sizes.png
Scale bar: 20 um.
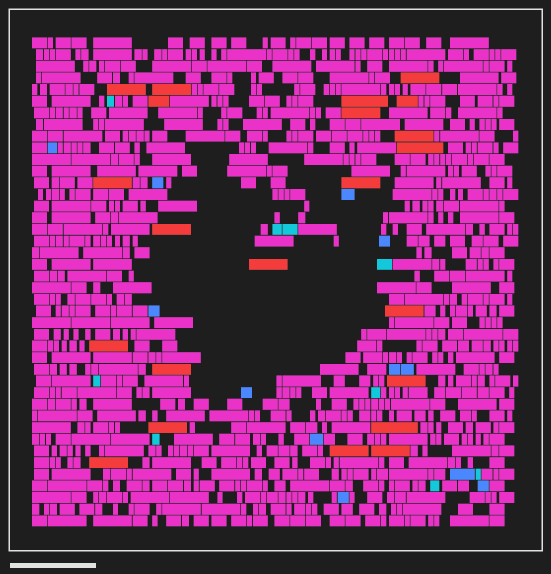
wires.png
Two of the layers only.
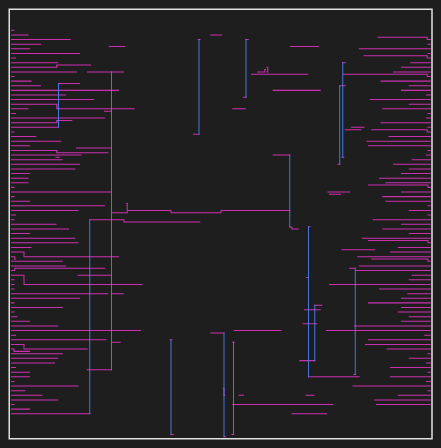
File: config.mk
export PLATFORM = sky130hd
export DESIGN_NAME = mem_bus_arbiter
export DESIGN_NICKNAME = d
export VERILOG_FILES = /design/src/rtl/mem_bus_arbiter.sv
export SDC_FILE = /design/constraint.sdc
export NUM_CORES = 1
export LEC_CHECK = 0
export ABC_AREA = 1
export ABC_CLOCK_PERIOD_IN_PS = 14050
export CORE_AREA = 5 5 119 121
export DETAILED_ROUTE_END_ITERATION = 6
export DIE_AREA = 0 0 124 126
export HOLD_SLACK_MARGIN = 0.06
export PLACE_DENSITY = 0.9
export SYNTH_ARGS = -nofsm -noshare
export SYNTH_HDL_FRONTEND = slang
export SYNTH_SLANG_ARGS = --single-unit
File: constraint.sdc
create_clock -name clk -period 14.05 [get_ports clk]
set_input_delay 4.215 -clock clk [delete_from_list [all_inputs] [get_ports clk]]
set_output_delay 4.215 -clock clk [all_outputs]
set_load 0.02 [all_outputs]
File: src/rtl/mem_bus_arbiter.sv
// rtl/mem_bus_arbiter.sv - shares the single MIO port between instruction fetch and data access
// Optional feature: define MEM_ARB_TIMEOUT_EN to abort bus waits after TIMEOUT_CYCLES and pulse bus_err.
module mem_bus_arbiter #(
  parameter int ADDR_W         = 32,
  parameter int DATA_W         = 32,
  parameter int TIMEOUT_CYCLES = 255
) (
  input  logic              clk,
  input  logic              rst,
  input  logic              if_req,
  input  logic [ADDR_W-1:0] if_addr,
  output logic [DATA_W-1:0] if_rdata,
  output logic              if_ready,
  input  logic              d_req,
  input  logic              d_we,
  input  logic [ADDR_W-1:0] d_addr,
  input  logic [DATA_W-1:0] d_wdata,
  output logic [DATA_W-1:0] d_rdata,
  output logic              d_ready,
  output logic              mem_req,
  output logic              mem_we,
  output logic [ADDR_W-1:0] mem_addr,
  output logic [DATA_W-1:0] mem_wdata,
  input  logic [DATA_W-1:0] mem_rdata,
  input  logic              MIO_ready,
  output logic              cpu_stall,
  output logic              bus_err
);

  typedef enum logic [1:0] {IDLE, FETCH, DATA, DONE} state_t;

  state_t            state;
  state_t            state_nxt;
  logic              grant_if;
  logic              grant_d;
  logic              complete;
  logic              abort;
  logic              timeout_hit;
  logic              last_d;
  logic              owner_d;
  logic              lat_we;
  logic [ADDR_W-1:0] lat_addr;
  logic [DATA_W-1:0] lat_wdata;

  always_ff @(posedge clk or posedge rst) begin
    if (rst) begin
      state <= IDLE;
    end else begin
      state <= state_nxt;
    end
  end

  // When both requesters wait, the one not served last goes first (D on a tie after reset).
  always_comb begin
    state_nxt = state;
    grant_if  = 1'b0;
    grant_d   = 1'b0;
    complete  = 1'b0;
    abort     = 1'b0;
    case (state)
      IDLE: begin
        if (d_req && (!if_req || !last_d)) begin
          grant_d   = 1'b1;
          state_nxt = DATA;
        end else if (if_req) begin
          grant_if  = 1'b1;
          state_nxt = FETCH;
        end
      end
      FETCH, DATA: begin
        if (MIO_ready) begin
          complete  = 1'b1;
          state_nxt = DONE;
        end else if (timeout_hit) begin
          abort     = 1'b1;
          state_nxt = DONE;
        end
      end
      DONE: begin
        state_nxt = IDLE;
      end
      default: begin
        state_nxt = IDLE;
      end
    endcase
  end

  always_ff @(posedge clk or posedge rst) begin
    if (rst) begin
      last_d    <= 1'b0;
      owner_d   <= 1'b0;
      lat_we    <= 1'b0;
      lat_addr  <= '0;
      lat_wdata <= '0;
      if_rdata  <= '0;
      d_rdata   <= '0;
    end else begin
      if (grant_d) begin
        owner_d   <= 1'b1;
        lat_we    <= d_we;
        lat_addr  <= d_addr;
        lat_wdata <= d_wdata;
      end else if (grant_if) begin
        owner_d  <= 1'b0;
        lat_we   <= 1'b0;
        lat_addr <= if_addr;
      end
      if (complete) begin
        last_d <= owner_d;
        if (!owner_d) begin
          if_rdata <= mem_rdata;
        end else if (!lat_we) begin
          d_rdata <= mem_rdata;
        end
      end else if (abort) begin
        last_d <= owner_d;
        if (!owner_d) begin
          if_rdata <= '0;
        end else begin
          d_rdata <= '0;
        end
      end
    end
  end

`ifdef MEM_ARB_TIMEOUT_EN
  localparam int CNT_W = $clog2(TIMEOUT_CYCLES + 1);

  logic [CNT_W-1:0] wait_cnt;
  logic             err;

  always_ff @(posedge clk or posedge rst) begin
    if (rst) begin
      wait_cnt <= '0;
      err      <= 1'b0;
    end else begin
      err <= abort;
      if (grant_if || grant_d) begin
        wait_cnt <= '0;
      end else if (mem_req && !MIO_ready) begin
        wait_cnt <= wait_cnt + CNT_W'(1);
      end
    end
  end

  // Abort on the wait cycle that would bring the count to TIMEOUT_CYCLES.
  assign timeout_hit = (wait_cnt == CNT_W'(TIMEOUT_CYCLES - 1));
  assign bus_err     = err;
`else
  logic unused_timeout;

  assign unused_timeout = (TIMEOUT_CYCLES == 0);
  assign timeout_hit    = 1'b0;
  assign bus_err        = 1'b0;
`endif

  assign mem_req   = (state == FETCH) || (state == DATA);
  assign mem_we    = (state == DATA) && lat_we;
  assign mem_addr  = lat_addr;
  assign mem_wdata = lat_wdata;
  assign if_ready  = (state == DONE) && !owner_d;
  assign d_ready   = (state == DONE) && owner_d;
  assign cpu_stall = (if_req || d_req) && !(if_ready || d_ready);

endmodule

==> tab_implementation.tex <==
% Synthesis and place-and-route results
\begin{tabular}{lr}
\hline
Metric & Value \\
\hline
\multicolumn{2}{l}{\textbf{Run status}} \\
Outcome & finished, final reports clean \\
\multicolumn{2}{l}{\textbf{Logic synthesis}} \\
Largest family of logic cells by area & simple AND/OR/NAND/NOR gates \\
Flip-flop cell with the highest count after synthesis & sky130\_fd\_sc\_hd\_\_dfrtp\_1 \\
Proportion of netlist area held by the largest area contributor & 58.2\% \\
MUX area fraction & 0\% \\
Number of instances in the synthesized netlist & 667 \\
Cell Area, Synth & about 0.0057 sq mm \\
Top area cell types & sky130\_fd\_sc\_hd\_\_dfrtp\_1 58\%, sky130\_fd\_sc\_hd\_\_nand2\_1 18\%, sky130\_fd\_sc\_hd\_\_o21ai\_0 5.9\% \\
Tally of yosys warning messages & 0 \\
Post-synthesis share of cell area spent on full adders, half adders and majority gates & 1.09\% \\
Most common cell in the netlist & sky130\_fd\_sc\_hd\_\_nand2\_1 \\
Count of library flops with an enable pin & 0 \\
Share of async-settable or async-resettable flops after synthesis & 100\% \\
Post-Synthesis Mean Instance Area & 8.57 sq um \\
Most frequent cells after synthesis & 272 x sky130\_fd\_sc\_hd\_\_nand2\_1, 133 x sky130\_fd\_sc\_hd\_\_dfrtp\_1, 75 x sky130\_fd\_sc\_hd\_\_inv\_1, 67 x sky130\_fd\_sc\_hd\_\_o21ai\_0, 33 x sky130\_fd\_sc\_hd\_\_nand3\_1 \\
Yosys top cell by area & sky130\_fd\_sc\_hd\_\_dfrtp\_1 \\
\multicolumn{2}{l}{\textbf{Layout}} \\
Non-clock buffering overhead & 29.8\% \\
Number of fill cells & 918 \\
Largest cell class by area & flip-flops and latches \\
Non-filler instance count after layout & between 1000 and 1500 \\
Number of non-clock inverters in the layout & roughly 76 \\
Register share of the cell area & 36.8\% \\
Logic cell area & 0.00191 sq mm \\
Footprint of the flip-flops and latches & between 0.003 and 0.004 sq mm \\
MI comb cells & about 420 \\
Final nets & roughly 1100 \\
Fraction of layout instances using a drive strength above 1 & 4.61\% \\
Share of cell area taken by multi-input logic gates & 21.1\% \\
Most numerous logic cells after layout & 271 x sky130\_fd\_sc\_hd\_\_nand2\_1, 266 x sky130\_fd\_sc\_hd\_\_clkdlybuf4s50\_1, 133 x sky130\_fd\_sc\_hd\_\_dfrtp\_1, 74 x sky130\_fd\_sc\_hd\_\_inv\_1, 67 x sky130\_fd\_sc\_hd\_\_o21ai\_0 \\
ClkCell Share & 6.75\% \\
Dominant logic cell type in the layout & sky130\_fd\_sc\_hd\_\_nand2\_1 \\
\multicolumn{2}{l}{\textbf{Critical path}} \\
Data arrival, critical path & 5.97 ns \\
Setup crit start & d\_req \\
Reg-to-Reg Start & state[0]\$\_DFFE\_PP0P\_ \\
Cells on worst reg2reg path & 6 \\
Total stage count of the critical path & 5 \\
CP top delay family & buffers and inverters \\
Number of buffer and inverter stages on the critical path & 3 \\
\multicolumn{2}{l}{\textbf{Flow run}} \\
Total number of warnings across the stage logs & 30 \\
Max-cap violations & 0 \\
\multicolumn{2}{l}{\textbf{Clocking}} \\
CTS Buf Count & 17 \\
Maximum clock insertion buffer count & 2 \\
Count of H-tree levels built during CTS & 4 \\
Worst-Skew Late Latency & between 0.4 and 0.5 ns \\
Clk pin slew, worst setup/hold paths & 0.05 ns \\
\multicolumn{2}{l}{\textbf{Floorplan}} \\
Die Area & approximately 0.016 sq mm \\
Initial core utilization & 44.1\% \\
Num rows & roughly 42 \\
\multicolumn{2}{l}{\textbf{Power and ir drop}} \\
Net switching fraction of the power & 39.4\% \\
Int Power & roughly 1.3 mW \\
Combinational Power & 1.01 mW \\
Cell Pwr Density & 235 mW/mm\^{}2 \\
Clock distribution power & $\sim$450 uW \\
Power in sequential cells & approximately 670 uW \\
Switching Power & 837 uW \\
Power share of the clock group & 21.3\% \\
\multicolumn{2}{l}{\textbf{Timing}} \\
Setup repair after global routing missed its margin & false \\
Slew headroom & 25.2\% \\
Maximum clock frequency & 98.2 MHz \\
Count of final hold-check violations & 0 \\
Final Slew Violations & 0 \\
Time the final worst path needs with I/O delays and setup & 10.19 ns \\
\multicolumn{2}{l}{\textbf{Placement}} \\
DPL Wire Length & 12700 um \\
Cell Count Post-Placement & between 1000 and 1500 \\
Global placement routability congestion & around 0.80 \\
Setup Slack @ Placement & 3.89 ns \\
Area after DPL & 0.00844 sq mm \\
\multicolumn{2}{l}{\textbf{Hold path}} \\
Number of stages on the worst hold path & 2 \\
HP Start & mem\_addr[9]\$\_DFFE\_PP0P\_ \\
Worst hold path endpoint & mem\_addr[9]\$\_DFFE\_PP0P\_ \\
\multicolumn{2}{l}{\textbf{Global routing}} \\
Global routing usage on met2 & 38.0\% \\
Layer with the highest usage after global routing & met2 \\
Overflow after GRT & 0 \\
First-pass GRT wire length & $\sim$28000 um \\
Largest net degree at the start of global routing & just under 90 \\
Fraction of met1 tracks used by global routing & 26.0\% \\
Number of antenna violations at the first check in global routing & 0 \\
Via count of the first global-routing pass & 5571 \\
\multicolumn{2}{l}{\textbf{Routing}} \\
DRC & 0 \\
Number of search-and-repair iterations in the first detailed-routing pass & 4 \\
Uppermost metal layer occupied by signal nets & met4 \\
DR WL met3 & 2290 um \\
Drt via density & around 4.8 \\
\hline
\end{tabular}
About sizes.png:
| color | size | cells |
|---|---|---|
| cyan | _2 cells | 9 |
| magenta | _0 and _1 cells | 889 |
| red | _6 and larger | 22 |
| blue | _3 and _4 cells | 12 |
post-synthesis to final-layout area growth: 58.2%
final design instance area without fill: 0.00905 sq mm
number of buffers other than clock buffers in the final layout: 270
crit path setup slack, layout: 3.86 ns

About wires.png:
| color | layer | wire length |
|---|---|---|
| magenta | metal 3 | 2290 um |
| blue | metal 4 | 452 um |
GRT Util Overall: 23.2%
Via Count: 5344
routed length per instance: 16.3 um
Final Routed Wirelength: 18100 um

Power is estimated from default activity; no workload was simulated.
